[src/rtl/spi_master_ctrl_pkg.sv]
// Shared SPI framing constants, controller state encoding and command payload.
package spi_master_ctrl_pkg;

  localparam int unsigned SPI_CMD_RW_BIT = 7;
  localparam int unsigned SPI_FRAME_BITS = 16;
  localparam int unsigned SPI_BYTE_W     = 8;
  localparam int unsigned SPI_ADDR_MAX_W = 7;
  localparam int unsigned SPI_BIT_CNT_W  = 4;

  localparam logic SPI_RD = 1'b1;
  localparam logic SPI_WR = 1'b0;

  typedef enum logic [2:0] {
    ST_IDLE,
    ST_SETUP,
    ST_SHIFT,
    ST_HOLD,
    ST_DONE
  } state_e;

  typedef struct packed {
    logic                      rw;
    logic [SPI_ADDR_MAX_W-1:0] addr;
    logic [SPI_BYTE_W-1:0]     wdata;
  } cmd_t;

  // Frame as sent on mosi, MSB first: command byte then data byte (zero on reads).
  function automatic logic [SPI_FRAME_BITS-1:0] build_frame(input cmd_t cmd);
    logic [SPI_BYTE_W-1:0] cmd_byte;
    logic [SPI_BYTE_W-1:0] data_byte;
    cmd_byte                 = {1'b0, cmd.addr};
    cmd_byte[SPI_CMD_RW_BIT] = cmd.rw;
    data_byte                = (cmd.rw == SPI_WR) ? cmd.wdata : '0;
    return {cmd_byte, data_byte};
  endfunction

endpackage

[src/rtl/spi_master_ctrl_sclk_gen.sv]
// SPI clock divider: sclk toggles every CLK_DIV enabled cycles, idles low when disabled.
module spi_master_ctrl_sclk_gen #(
  parameter int unsigned CLK_DIV = 4
) (
  input  logic clk,
  input  logic rst,
  input  logic en,
  output logic sclk,
  output logic rise_tick_c,
  output logic fall_tick_c
);

  localparam int unsigned DIV_W = (CLK_DIV > 1) ? $clog2(CLK_DIV) : 1;
  localparam logic [DIV_W-1:0] DIV_LAST = DIV_W'(CLK_DIV - 1);

  logic [DIV_W-1:0] div_cnt;
  logic             half_end_c;

  // Strobes mark the cycle whose closing edge flips sclk.
  assign half_end_c  = en && (div_cnt == DIV_LAST);
  assign rise_tick_c = half_end_c && !sclk;
  assign fall_tick_c = half_end_c && sclk;

  // Half-period counter and sclk flop; both cleared whenever the divider is disabled.
  always_ff @(posedge clk) begin
    if (rst || !en) begin
      div_cnt <= '0;
      sclk    <= 1'b0;
    end else if (half_end_c) begin
      div_cnt <= '0;
      sclk    <= !sclk;
    end else begin
      div_cnt <= div_cnt + DIV_W'(1);
    end
  end

endmodule

[src/rtl/spi_master_ctrl.sv]
// Host-side SPI master: one register command becomes a 16-bit mode-0 frame.
module spi_master_ctrl
  import spi_master_ctrl_pkg::*;
#(
  parameter int unsigned CLK_DIV  = 4,
  parameter int unsigned CS_SETUP = 2,
  parameter int unsigned CS_HOLD  = 2,
  parameter int unsigned ADDR_W   = 6
) (
  input  logic                  clk,
  input  logic                  rst,
  input  logic                  cmd_valid,
  output logic                  cmd_ready,
  input  logic                  cmd_rw,
  input  logic [ADDR_W-1:0]     cmd_addr,
  input  logic [SPI_BYTE_W-1:0] cmd_wdata,
  output logic                  rsp_valid,
  output logic [SPI_BYTE_W-1:0] rsp_rdata,
  output logic                  busy,
  output logic                  sclk,
  output logic                  cs_n,
  output logic                  mosi,
  input  logic                  miso
);

  localparam int unsigned PH_MAX = (CS_SETUP > CS_HOLD) ? CS_SETUP : CS_HOLD;
  localparam int unsigned PH_W   = $clog2(PH_MAX + 1);
  localparam logic [PH_W-1:0] SETUP_LAST = PH_W'(CS_SETUP - 1);
  localparam logic [PH_W-1:0] HOLD_LAST  = PH_W'(CS_HOLD - 1);
  localparam logic [SPI_BIT_CNT_W-1:0] BIT_LAST = SPI_BIT_CNT_W'(SPI_FRAME_BITS - 1);

  state_e                    state_q;
  state_e                    state_d;
  logic                      cs_n_d;
  logic                      busy_d;
  logic                      ready_d;
  logic                      rsp_valid_d;
  logic                      accept_c;
  logic                      shift_en_c;
  logic                      rise_tick_c;
  logic                      fall_tick_c;
  cmd_t                      cmd_c;
  logic                      rw_q;
  logic [SPI_FRAME_BITS-1:0] tx_q;
  logic [SPI_BYTE_W-1:0]     rx_q;
  logic [PH_W-1:0]           ph_cnt_q;
  logic [SPI_BIT_CNT_W-1:0]  bit_cnt_q;

  assign accept_c   = cmd_valid && cmd_ready;
  assign shift_en_c = (state_q == ST_SHIFT);
  assign cmd_c      = '{rw: cmd_rw, addr: SPI_ADDR_MAX_W'(cmd_addr), wdata: cmd_wdata};

  // mosi is the top bit of the tx shift register, so it comes straight from a flop.
  assign mosi = tx_q[SPI_FRAME_BITS-1];

  spi_master_ctrl_sclk_gen #(
    .CLK_DIV (CLK_DIV)
  ) u_sclk_gen (
    .clk         (clk),
    .rst         (rst),
    .en          (shift_en_c),
    .sclk        (sclk),
    .rise_tick_c (rise_tick_c),
    .fall_tick_c (fall_tick_c)
  );

  // State register.
  always_ff @(posedge clk) begin
    if (rst) begin
      state_q <= ST_IDLE;
    end else begin
      state_q <= state_d;
    end
  end

  // Next state, plus output values decoded from the next state so they register in step.
  always_comb begin
    state_d     = state_q;
    cs_n_d      = 1'b1;
    busy_d      = 1'b1;
    ready_d     = 1'b0;
    rsp_valid_d = 1'b0;

    unique case (state_q)
      ST_IDLE:  if (accept_c) state_d = ST_SETUP;
      ST_SETUP: if (ph_cnt_q == SETUP_LAST) state_d = ST_SHIFT;
      ST_SHIFT: if (fall_tick_c && (bit_cnt_q == BIT_LAST)) state_d = ST_HOLD;
      ST_HOLD:  if (ph_cnt_q == HOLD_LAST) state_d = ST_DONE;
      ST_DONE:  state_d = ST_IDLE;
      default:  state_d = ST_IDLE;
    endcase

    unique case (state_d)
      ST_IDLE: begin
        busy_d  = 1'b0;
        ready_d = 1'b1;
      end
      ST_SETUP, ST_SHIFT, ST_HOLD: cs_n_d = 1'b0;
      ST_DONE: rsp_valid_d = 1'b1;
      default: begin
        busy_d  = 1'b0;
        ready_d = 1'b1;
      end
    endcase
  end

  // Registered control outputs.
  always_ff @(posedge clk) begin
    if (rst) begin
      cs_n      <= 1'b1;
      busy      <= 1'b0;
      cmd_ready <= 1'b1;
      rsp_valid <= 1'b0;
    end else begin
      cs_n      <= cs_n_d;
      busy      <= busy_d;
      cmd_ready <= ready_d;
      rsp_valid <= rsp_valid_d;
    end
  end

  // Command capture and MSB-first transmit shifting on each falling sclk.
  always_ff @(posedge clk) begin
    if (rst) begin
      rw_q <= 1'b0;
      tx_q <= '0;
    end else if (accept_c) begin
      rw_q <= cmd_c.rw;
      tx_q <= build_frame(cmd_c);
    end else if (fall_tick_c) begin
      tx_q <= {tx_q[SPI_FRAME_BITS-2:0], 1'b0};
    end
  end

  // SPI bit index; advances on falling sclk and clears at frame end or in idle.
  always_ff @(posedge clk) begin
    if (rst || (state_q == ST_IDLE)) begin
      bit_cnt_q <= '0;
    end else if (fall_tick_c) begin
      bit_cnt_q <= (bit_cnt_q == BIT_LAST) ? '0 : bit_cnt_q + SPI_BIT_CNT_W'(1);
    end
  end

  // Setup/hold dwell counter; restarts on every state change.
  always_ff @(posedge clk) begin
    if (rst || (state_d != state_q)) begin
      ph_cnt_q <= '0;
    end else if ((state_q == ST_SETUP) || (state_q == ST_HOLD)) begin
      ph_cnt_q <= ph_cnt_q + PH_W'(1);
    end
  end

  // Read data arrives LSB first in bits 8..15; sampled just before each rising sclk.
  always_ff @(posedge clk) begin
    if (rst || accept_c) begin
      rx_q <= '0;
    end else if (rise_tick_c && bit_cnt_q[SPI_BIT_CNT_W-1] && (rw_q == SPI_RD)) begin
      rx_q[bit_cnt_q[2:0]] <= miso;
    end
  end

  // Response data updates only when the frame completes and holds until the next one.
  always_ff @(posedge clk) begin
    if (rst) begin
      rsp_rdata <= '0;
    end else if (state_d == ST_DONE) begin
      rsp_rdata <= rx_q;
    end
  end

endmodule

[config.mk]
export PLATFORM = sky130hd
export DESIGN_NAME = spi_master_ctrl
export DESIGN_NICKNAME = d
export VERILOG_FILES = /design/src/rtl/spi_master_ctrl_pkg.sv /design/src/rtl/spi_master_ctrl_sclk_gen.sv /design/src/rtl/spi_master_ctrl.sv
export SDC_FILE = /design/constraint.sdc
export NUM_CORES = 1
export LEC_CHECK = 0
export CORE_MARGIN = 4
export CORE_UTILIZATION = 53
export DETAILED_ROUTE_END_ITERATION = 6
export PLACE_DENSITY = 0.78
export REMOVE_ABC_BUFFERS = 1
export SYNTH_ARGS = -nofsm -noshare
export SYNTH_HDL_FRONTEND = slang
export SYNTH_SLANG_ARGS = --single-unit
[constraint.sdc]
create_clock -name clk -period 1.5 [get_ports clk]
set_input_delay 0.45 -clock clk [delete_from_list [all_inputs] [get_ports clk]]
set_output_delay 0.45 -clock clk [all_outputs]
set_load 0.01 [all_outputs]
**Selected gate families**

Scale: 4 px per micron.
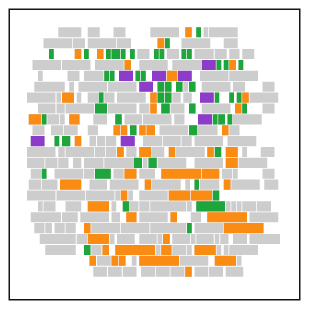
legend:
  multiplexers:
    color: purple
    cells: 9
    most_used: mux2i_1
    where: top center
  NAND gates:
    color: green
    cells: 53
    most_used: nand2_1
  inverting AOI/OAI gates:
    color: orange
    cells: 53
    most_used: a21oi_1
most instantiated logic cell after routing: sky130_fd_sc_hd__dfxtp_1
multi-input gate share of the layout cell area: 41.4%
filler-free cell count of the finished design: 345

**Clock wires, drivers and flops**

Scale: 6 px per micron.
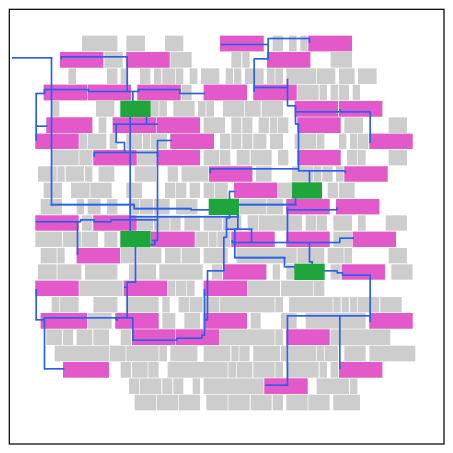
legend:
  clock drivers:
    color: green
    count: 5
  clock wires:
    color: blue
    length: 574 microns
  flip-flops:
    color: magenta
    count: 49
routed clock nets: 6
later-pin clock latency in the skew report: 300 ps
Clk power: 788 uW
part of the power in the clock network: 30.5%
worst clock skew: 10.0 ps

**Met3 routing**

Scale: 6 px per micron.
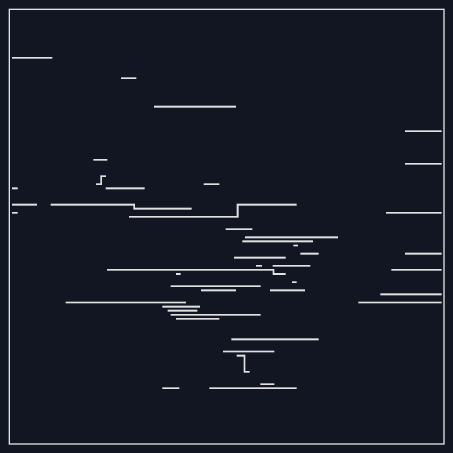
main direction: horizontal
share of all routed wire: 6.5%
nets with wire on the layer: 36

**Wiring by layer**

Scale: 4 px per micron.
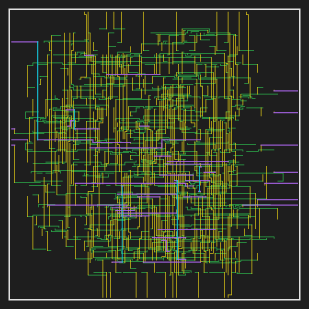
legend:
  metal 4:
    color: cyan
    wire_length: 74.1 microns
  metal 3:
    color: purple
    wire_length: 355 microns
  metal 1:
    color: green
    wire_length: 2270 microns
  metal 2:
    color: yellow
    wire_length: 2750 microns
final WL: 5450 microns
via count: 2025
All-Layer GR Usage: 19.3%
post-DR wirelength/cell: 15.8 microns

==> qor_table.md <==
| Stage | Parameter | This run |
|:---|:---|:---|
| clock network | CTS tree | built |
| synth | Cell Area, Synth | 2190 sq um |
| final timing | Worst Hold Margin | 438 ps |
| synth | Syn_area_per_cell | 8.96 sq um |
| floorplan | Die X-Extent | 72.2 microns |
| global routing | Largest net degree at the start of global routing | 23 |
| floorplan | Boundary pin count | 33 |
| outcome | Status | completed |
| setup path | Kind of critical path | reg -> reg |
| place | Count of input and output buffers | 32 |
| final timing | Finish-stage setup viols | 0 |
| final timing | Min cycle time layout | 1450 ps |
| cells and area | Register cell area after layout | 985 sq um |
| global routing | Total grt overflow | 0 |
| synth | Simple-Gate Fraction of Synth Area | 23.6% |
| synth | Mapped Cells | 244 |
| global routing | Global-route wire length before repair | 8040 microns |
| setup path | Critical path required time | 1730 ps |
| synth | Post-synth tally of flip-flops with integrated enable | 0 |
| place | Detailed Place HPWL | 3380 microns |
| final timing | Max-slew headroom at the worst pin | 75.0% |
| final timing | Hold violation total from the final report | 0 |
| cells and area | Synthesis-to-finish area growth | 38.8% |
| synth | Unique masters post-synth | 45 |
| clock network | Buffers from clock root to sink, at most | 2 |
| clock network | # clock sinks | 49 |
| setup path | Cell with the largest stage delay on the worst path | sky130_fd_sc_hd__dfxtp_2 |
| synth | Chip area estimate from yosys synthesis | 2190 sq um |
| setup path | Cells traversed along the worst timing path | ha_4 -> and4bb_1 -> buf_12 -> buf_12 -> a31o_2 -> a21oi_1 |
| final timing | Final worst path period share | 96.5% |
| cells and area | Final standard cell utilization of the core | 75.8% |
| setup path | Most numerous cell on the critical path | sky130_fd_sc_hd__buf_12 |
| job | Tool warning count | 25 |
| setup path | Critical Path End Type | flop |
| min path | Cells on Worst Hold Path | 1 |
| synth | Sequential fraction of the synthesis area | 44.9% |
| setup path | Arrival time reported for the critical path endpoint | 1680 ps |
| cells and area | Combinational gate area | 1250 sq um |
| setup path | Maximum net fanout on the critical path | 12 |
| synth | Largest area contributor in the netlist | sky130_fd_sc_hd__dfxtp_1 |
| place | Placed cell count | 333 |
| power and ir drop | Static leakage | 0.00113 uW |
| detailed routing | DR iter-0 viols | 139 |
| detailed routing | ANT nets after route | 0 |
| detailed routing | DRC | 0 |
| synth | Area share of the largest cell type after synthesis | 44.9% |
| power and ir drop | Cell Pwr Density | 853 nW/um^2 |
[Yosys cell counts, types with 2 or more instances]
| master | n |
|---|---|
| sky130_fd_sc_hd__dfxtp_1 | 49 |
| sky130_fd_sc_hd__nand2_1 | 32 |
| sky130_fd_sc_hd__a21oi_1 | 24 |
| sky130_fd_sc_hd__nor2_1 | 23 |
| sky130_fd_sc_hd__nand3_1 | 14 |
| sky130_fd_sc_hd__a2111oi_2 | 10 |
| sky130_fd_sc_hd__mux2i_1 | 9 |
| sky130_fd_sc_hd__nor4_1 | 9 |
| sky130_fd_sc_hd__buf_2 | 8 |
| sky130_fd_sc_hd__clkbuf_1 | 6 |
| sky130_fd_sc_hd__o21ai_0 | 6 |
| sky130_fd_sc_hd__inv_1 | 4 |
| sky130_fd_sc_hd__nand4_1 | 4 |
| sky130_fd_sc_hd__nor3_1 | 4 |
| sky130_fd_sc_hd__a311oi_1 | 3 |
| sky130_fd_sc_hd__buf_4 | 3 |
| sky130_fd_sc_hd__ha_1 | 3 |
| sky130_fd_sc_hd__nor2b_1 | 3 |
| sky130_fd_sc_hd__a211oi_1 | 2 |
| sky130_fd_sc_hd__and4b_1 | 2 |
| sky130_fd_sc_hd__or2_2 | 2 |
[per-stage QoR]
stage,worst slack (ps),setup TNS (ps),total power [uW]
final,52.8,0,2590
after global routing,-24.4,-41.5,2700
after CTS,2.20,0,2500
after detailed placement,-371,-9800,1750
after global placement,-287,-7820,1740
after floorplan,-281,-2440,1570
[final cells by class]
cell class	count	share of cell area [%]
clock buffer	7	2.85
inverter	5	0.619
multi-input combinational	171	41.4
sequential	49	32.5
tap	50	2.06
timing repair buffer	63	20.6
[power breakdown]
part	switching (uW)	leakage [uW]	total (uW)	internal [uW]
sequential	34.9	0.000400	1390	1350
combinational	197	0.000690	409	212
clock	421	0.0000443	788	367
total	654	0.00113	2590	1930
[critical path, delay by kind of cell, from the launching register on]
kind | cells | cell delay [ps]
buffers and inverters | 2 | 290
AND/OR/NAND/NOR | 1 | 210
flip-flops | 1 | 340
AND-OR/OR-AND | 2 | 390
adder cells (fa/ha/maj) | 1 | 160
[state kept, by name, indices dropped and copies added, names as in the netlist, 2 cells and up]
register and flops:
tx_q 16, rsp_rdata 8, u_sclk_gen.div_cnt 2, state_q 3, ph_cnt_q 2, bit_cnt_q 4
rx_q 8
[routing by layer]
metal | routed length (microns) | part of all wire (%) | track usage, % | vias up
met1 | 2270 | 42 | 26.9 | 953
met5 | 0 | 0 | 0 | -
met3 | 355 | 6.5 | 5.54 | 10
li1 | - | - | - | 991
met2 | 2750 | 50 | 29.1 | 71
met4 | 74 | 1.4 | 5.85 | 0
[path summary, 6_finish.rpt]
path / slack, ps / to / from
max: 50 / bit_cnt_q[2]$_SDFFE_PP0P_ / u_sclk_gen.div_cnt[0]$_SDFF_PP0_
min: 440 / u_sclk_gen.div_cnt[0]$_SDFF_PP0_ / u_sclk_gen.div_cnt[0]$_SDFF_PP0_
max reg2reg: 50 / bit_cnt_q[2]$_SDFFE_PP0P_ / u_sclk_gen.div_cnt[0]$_SDFF_PP0_
min reg2reg: 440 / u_sclk_gen.div_cnt[0]$_SDFF_PP0_ / u_sclk_gen.div_cnt[0]$_SDFF_PP0_
Power is estimated from default activity; no workload was simulated.
